### config.mk
export PLATFORM = sky130hd
export DESIGN_NAME = interrupt_controller_flat
export DESIGN_NICKNAME = d
export VERILOG_FILES = /design/src/rtl/interrupt_controller_if.sv /design/src/rtl/interrupt_controller.sv /design/src/flat_wrapper.sv
export SDC_FILE = /design/constraint.sdc
export NUM_CORES = 1
export LEC_CHECK = 0
export CORE_MARGIN = 3
export CORE_UTILIZATION = 42
export DETAILED_ROUTE_END_ITERATION = 16
export GPL_TIMING_DRIVEN = 0
export HOLD_SLACK_MARGIN = 0.12
export PLACE_DENSITY = 0.87
export RECOVER_POWER = 100
export SYNTH_ARGS = -nofsm -noshare
export SYNTH_HDL_FRONTEND = slang
export SYNTH_SLANG_ARGS = --single-unit
export TNS_END_PERCENT = 20
### constraint.sdc
create_clock -name clk -period 2 [get_ports clk]
set_clock_uncertainty 0.1 [all_clocks]
set_input_delay 0.3 -clock clk [delete_from_list [all_inputs] [get_ports clk]]
set_output_delay 0.3 -clock clk [all_outputs]
set_load 0.1 [all_outputs]
### src/rtl/interrupt_controller_if.sv
// Bus between the interrupt front-end and the CPU core: raw lines, the
// instruction-boundary handshake, the mask register port and the take vector.
interface interrupt_controller_if #(
   parameter int NUM_INT = 4,
   parameter int ADDR_W  = 27
);
   localparam int ID_W = (NUM_INT > 1) ? $clog2(NUM_INT) : 1;

   logic [NUM_INT-1:0] int_in;
   logic               writeBack;
   logic               reti;
   logic               mask_we;
   logic [NUM_INT-1:0] mask_d;
   logic [NUM_INT-1:0] mask_q;
   logic [NUM_INT-1:0] pending_q;
   logic               irq_take;
   logic [ID_W-1:0]    irq_id;
   logic [ADDR_W-1:0]  irq_vec;
   logic               in_service;

   // Controller side
   modport slave (
      input  int_in, writeBack, reti, mask_we, mask_d,
      output mask_q, pending_q, irq_take, irq_id, irq_vec, in_service
   );

   // CPU / stimulus side
   modport master (
      output int_in, writeBack, reti, mask_we, mask_d,
      input  mask_q, pending_q, irq_take, irq_id, irq_vec, in_service
   );
endinterface

### src/rtl/interrupt_controller.sv
// Parametrised interrupt front-end: per-line synchronizer, rising-edge
// detection, pending latches, software mask and fixed priority (bit 0 wins).
// One vector is handed out per instruction boundary and nesting is blocked
// until reti retires. Every output comes straight from a flop.
module interrupt_controller #(
   parameter int          NUM_INT     = 4,
   parameter int          SYNC_STAGES = 2,
   parameter int          ADDR_W      = 27,
   parameter int unsigned VEC_BASE    = 1
) (
   input logic                    clk,
   input logic                    reset,
   interrupt_controller_if.slave  bus
);
   localparam int ID_W = (NUM_INT > 1) ? $clog2(NUM_INT) : 1;

   typedef enum logic [0:0] {
      IDLE    = 1'b0,
      SERVICE = 1'b1
   } state_e;

   state_e             state_q, state_d;
   logic [NUM_INT-1:0] sync_q [SYNC_STAGES];
   logic [NUM_INT-1:0] sync_d [SYNC_STAGES];
   logic [NUM_INT-1:0] hist_q, hist_d;
   logic [NUM_INT-1:0] pending_q, pending_d;
   logic [NUM_INT-1:0] mask_q, mask_d;
   logic               irq_take_q, irq_take_d;
   logic [ID_W-1:0]    irq_id_q, irq_id_d;
   logic [ADDR_W-1:0]  irq_vec_q, irq_vec_d;
   logic               in_service_q, in_service_d;

   logic [NUM_INT-1:0] rise_s;
   logic [NUM_INT-1:0] eligible_s;
   logic [NUM_INT-1:0] clear_s;
   logic [ID_W-1:0]    sel_s;
   logic               take_s;

   // Synchronizer chain shift, edge history and rising-edge detect
   always_comb begin
      sync_d[0] = bus.int_in;
      for (int s = 1; s < SYNC_STAGES; s++) begin
         sync_d[s] = sync_q[s-1];
      end
      hist_d = sync_q[SYNC_STAGES-1];
      rise_s = sync_q[SYNC_STAGES-1] & ~hist_q;
   end

   // Eligible lines and lowest-index priority select
   always_comb begin
      eligible_s = pending_q & ~mask_q;
      sel_s      = {ID_W{1'b0}};
      for (int i = NUM_INT - 1; i >= 0; i--) begin
         sel_s = eligible_s[i] ? ID_W'(i) : sel_s;
      end
   end

   // Take / service state machine: next state and take decision
   always_comb begin
      state_d = state_q;
      take_s  = 1'b0;
      case (state_q)
         IDLE: begin
            if (bus.writeBack && (|eligible_s)) begin
               take_s  = 1'b1;
               state_d = SERVICE;
            end else begin
               state_d = IDLE;
            end
         end
         SERVICE: begin
            if (bus.writeBack && bus.reti) begin
               state_d = IDLE;
            end else begin
               state_d = SERVICE;
            end
         end
         default: begin
            state_d = IDLE;
         end
      endcase
   end

   // Pending set/clear (a new edge beats the clear), mask write, take registers
   always_comb begin
      for (int i = 0; i < NUM_INT; i++) begin
         clear_s[i] = take_s && (sel_s == ID_W'(i));
      end
      pending_d    = (pending_q & ~clear_s) | rise_s;
      mask_d       = bus.mask_we ? bus.mask_d : mask_q;
      irq_take_d   = take_s;
      irq_id_d     = take_s ? sel_s : irq_id_q;
      irq_vec_d    = take_s ? (ADDR_W'(VEC_BASE) + ADDR_W'(sel_s)) : irq_vec_q;
      in_service_d = (state_d == SERVICE);
   end

   // State registers with synchronous reset
   always_ff @(posedge clk) begin
      if (reset) begin
         for (int s = 0; s < SYNC_STAGES; s++) begin
            sync_q[s] <= {NUM_INT{1'b0}};
         end
         hist_q       <= {NUM_INT{1'b0}};
         pending_q    <= {NUM_INT{1'b0}};
         mask_q       <= {NUM_INT{1'b0}};
         irq_take_q   <= 1'b0;
         irq_id_q     <= {ID_W{1'b0}};
         irq_vec_q    <= {ADDR_W{1'b0}};
         in_service_q <= 1'b0;
         state_q      <= IDLE;
      end else begin
         for (int s = 0; s < SYNC_STAGES; s++) begin
            sync_q[s] <= sync_d[s];
         end
         hist_q       <= hist_d;
         pending_q    <= pending_d;
         mask_q       <= mask_d;
         irq_take_q   <= irq_take_d;
         irq_id_q     <= irq_id_d;
         irq_vec_q    <= irq_vec_d;
         in_service_q <= in_service_d;
         state_q      <= state_d;
      end
   end

   assign bus.mask_q     = mask_q;
   assign bus.pending_q  = pending_q;
   assign bus.irq_take   = irq_take_q;
   assign bus.irq_id     = irq_id_q;
   assign bus.irq_vec    = irq_vec_q;
   assign bus.in_service = in_service_q;

endmodule

### src/flat_wrapper.sv
// flat-port wrapper written by rule: the top's interface ports become plain ports
module interrupt_controller_flat 
#(
   parameter int          NUM_INT     = 4,
   parameter int          SYNC_STAGES = 2,
   parameter int          ADDR_W      = 27,
   parameter int unsigned VEC_BASE    = 1
)
  (clk, reset, bus_int_in, bus_writeBack, bus_reti, bus_mask_we, bus_mask_d, bus_mask_q, bus_pending_q, bus_irq_take, bus_irq_id, bus_irq_vec, bus_in_service);
  interrupt_controller_if #(.NUM_INT(NUM_INT), .ADDR_W(ADDR_W)) bus_i ();
  input logic clk;
  input logic reset;
  input wire logic [$bits(bus_i.int_in)-1:0] bus_int_in;
  input wire logic [$bits(bus_i.writeBack)-1:0] bus_writeBack;
  input wire logic [$bits(bus_i.reti)-1:0] bus_reti;
  input wire logic [$bits(bus_i.mask_we)-1:0] bus_mask_we;
  input wire logic [$bits(bus_i.mask_d)-1:0] bus_mask_d;
  output wire logic [$bits(bus_i.mask_q)-1:0] bus_mask_q;
  output wire logic [$bits(bus_i.pending_q)-1:0] bus_pending_q;
  output wire logic [$bits(bus_i.irq_take)-1:0] bus_irq_take;
  output wire logic [$bits(bus_i.irq_id)-1:0] bus_irq_id;
  output wire logic [$bits(bus_i.irq_vec)-1:0] bus_irq_vec;
  output wire logic [$bits(bus_i.in_service)-1:0] bus_in_service;
  assign bus_i.int_in = bus_int_in;
  assign bus_i.writeBack = bus_writeBack;
  assign bus_i.reti = bus_reti;
  assign bus_i.mask_we = bus_mask_we;
  assign bus_i.mask_d = bus_mask_d;
  assign bus_mask_q = bus_i.mask_q;
  assign bus_pending_q = bus_i.pending_q;
  assign bus_irq_take = bus_i.irq_take;
  assign bus_irq_id = bus_i.irq_id;
  assign bus_irq_vec = bus_i.irq_vec;
  assign bus_in_service = bus_i.in_service;
  interrupt_controller #(.NUM_INT(NUM_INT), .SYNC_STAGES(SYNC_STAGES), .ADDR_W(ADDR_W), .VEC_BASE(VEC_BASE)) u_core (.clk(clk), .reset(reset), .bus(bus_i));
endmodule
==> results_slide.txt, run 1 <==
Key Metrics from the Run

Global routing
  • M3 GR Usage: 0.03024
  • Antenna violations before repair: 0
  • Grt met1 use: 0.1404

Synth
  • Largest cells by area: dfxtp_1 44%, buf_4 15%, nor2b_1 6.6%
  • Largest area contributor in the netlist: dfxtp_1
  • Area leader share: 0.4381

Timing
  • Min Hold Slack: roughly 0.27 ns
  • RSZ-0062 raised after global routing: false
  • Cycle use final: 0.9747

Clocking
  • TritonCTS clock tree: done
  • Post-CTS Setup Inserts: 0

Finish
  • ANT cells: 0
  • Final Cell Area: roughly 1600 um2
  • Top Layout Cells: 24 x buf_4, 24 x conb_1, 20 x dfxtp_1
  • Max reg flops: 8

Detailed routing
  • Met3 wire len: around 160 um
  • Initial DRC count: 9

Pwr
  • Logic pwr share: 0.379
  • Sequential Power Share: 0.445

Worst hold path
  • Worst Hold Depth: 3
  • Hold Path Origin: bus_mask_we

Die
  • Well-Tap Cells: 31
  • FP Util: 0.4435

Run status
  • Status: finished, final reports clean

Worst setup path
  • CP arrival: between 1.5 and 2 ns
Figure 1. The clock network (run 1).
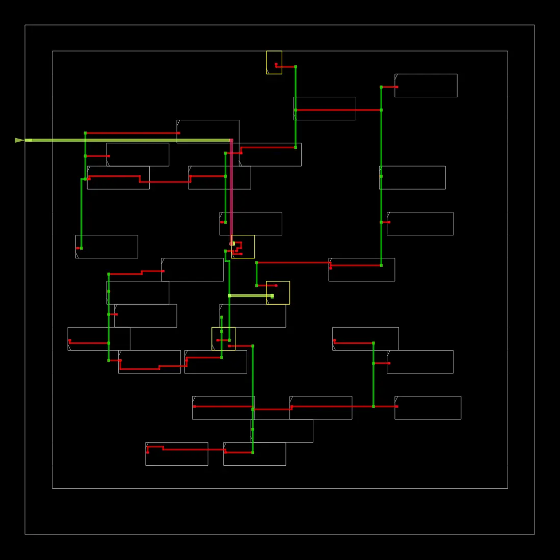
Num CTS Buffers: 3
# clk buffers: 3
clk_lat worst skew: 0.32 ns
FF+latch count: 27
clk pwr: 231 uW

Figure 2. Routed metal per tile (run 1).
12 x 12 tiles, from white (low) to dark blue (high), scaled to the fullest tile. Values are wire area over tile area, all layers added.
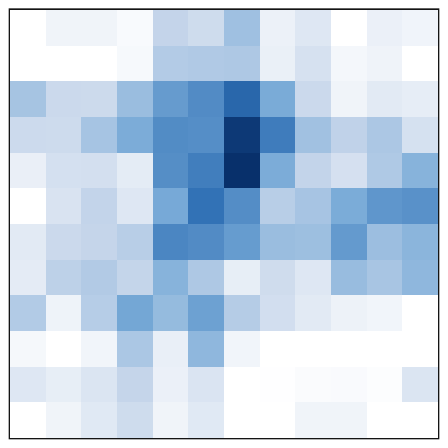
fullest tile = 0.38
mean over tiles = 0.095
nearly empty tiles = 15%

Figure 3. Layout detail (run 1).
The bar under the picture is 5 um long. Window x 20 to 40, y 32 to 52 um. Cells in gray, sequential cells in the stronger gray; small squares are vias.
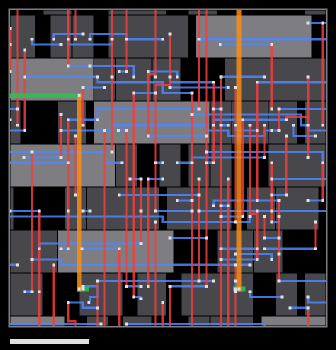
red -> M2
green -> M3
blue -> M1
orange -> M4
most frequent = nand2_1 (8), dfxtp_1 (5), a21oi_1 (4)
netlist names of flops here include = `u_core.bus.irq_id` (2)
sequential cells in the window = 5
cells with their middle in the window = 36

Figure 4. Gate-type map (run 1).
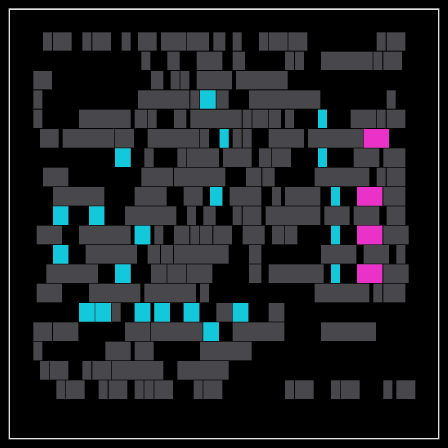
magenta -> mux cells  # cells 4, most used mux2i_1, where east
cyan -> nor cells  # cells 21, most used nor2b_1
Comb/total area: 0.3476
Final Non-Filler Cells: 213

Figure 5. Pin map (run 1).
The bar under the picture is 20 um long. Pins as bars across the die edge, other pins in gray.
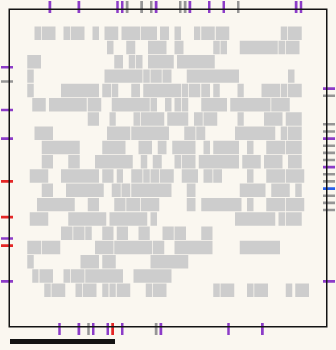

==> inputs of run 2 (changes only) <==
==> constraint.sdc (replaced) <==
create_clock -name clk -period 2.2 [get_ports clk]
set_clock_uncertainty 0.1 [all_clocks]
set_input_delay 0.33 -clock clk [delete_from_list [all_inputs] [get_ports clk]]
set_output_delay 0.33 -clock clk [all_outputs]
set_load 0.1 [all_outputs]
Figure 6. Pin map (run 2).
The bar under the picture is 20 um long. Pins as bars across the die edge, other pins in gray.
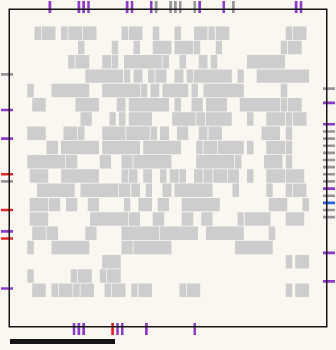
blue -> `bus_mask_we`  # pins 1, direction input, edge east
red -> `bus_int_in`  # pins 4, direction input, edge 3 west, 1 south
purple -> `bus_irq_vec`  # pins 27, direction output, edge 11 north, 7 south, 5 east, 4 west
all pins by edge = 18 east, 17 north, 9 west, 8 south
die width: 60.20 um
die height: 60.20 um

==> run 2 against run 1 <==
  * Count of clock-buffer cells in the layout is the same
  * Sequential share of layout area grew 0.86 points
  * Global-route usage grew 0.75 points
  * Combinational power shrank about 10%
  * Clock power shrank 5%
  * First-iteration DRC count grew 89%
  * Largest cell class unchanged
  * Largest power group unchanged
  * Highest routed layer unchanged
==> results_slide.txt, run 2 <==
Key Metrics from the Run

Pwr
  • Clk pwr: 219 uW (-5%)
  • Sequential Power Share: 0.443 (-0.002)
  • Logic pwr share: 0.373 (-0.006)

Synth
  • Largest area contributor in the netlist: dfxtp_1
  • Simple-Gate Fraction of Synth Area: 0.2130
  • Main logic family after synthesis: simple AND/OR/NAND/NOR gates
  • YS chip area: about 1200 um2
  • Adder Share, Synth: 0.04057
  • Largest cells by area: dfxtp_1 44%, buf_4 15%, nor2b_1 6.6%
  • Area leader share: 0.4381 (unchanged)

Worst setup path
  • CP arrival: 1.69 ns (+0.14 ns)
  • R2R depth: 8
  • Worst-path fanout max: 4

Clocking
  • TritonCTS clock tree: done
  • Clk_lat worst skew: 0.33 ns (about the same)
  • Num CTS Buffers: 3 (unchanged)

Global routing
  • M3 GR Usage: 0.05616 (+0.02592)
  • Grt met1 use: 0.1470 (+0.006562)
  • Antenna violations before repair: 0 (unchanged)

Run status
  • Status: finished, final reports clean

Die
  • Well-Tap Cells: 31 (unchanged)
  • FP Util: 0.4435 (unchanged)

Timing
  • Cycle use final: 0.9632
  • RSZ-0062 raised after global routing: false

Finish
  • FF+latch count: 27 (unchanged)
  • Comb/total area: 0.3612 (+0.01363)
  • # clk buffers: 3 (unchanged)
  • ANT cells: 0 (unchanged)
  • Top Layout Cells: 24 x buf_4, 24 x conb_1, 24 x dfxtp_1
  • Max reg flops: 8 (unchanged)
  • Final Non-Filler Cells: 213 (unchanged)

Detailed routing
  • Initial DRC count: 17 (+8)
  • Met3 wire len: 239 um (+49%)

Worst hold path
  • Worst Hold Depth: 3 (unchanged)
  • Hold Path Origin: bus_mask_we
Figure 7. Routed metal per tile (run 2).
12 x 12 tiles, from white (low) to dark blue (high), scaled to the fullest tile. Values are wire area over tile area, all layers added.
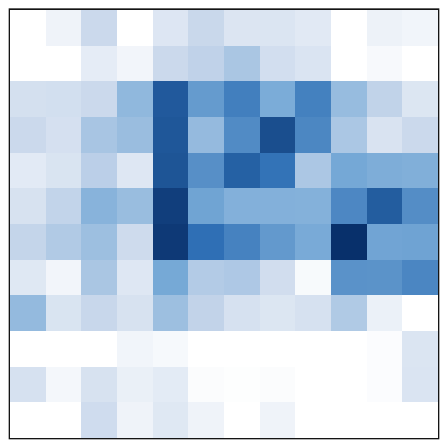
mean over tiles = 0.10
fullest tile = 0.37
tiles over half the peak = 20%
emptiest ninth of the die = south-east
nearly empty tiles = 19%
densest ninth of the die = center

Power is estimated from default activity; no workload was simulated.
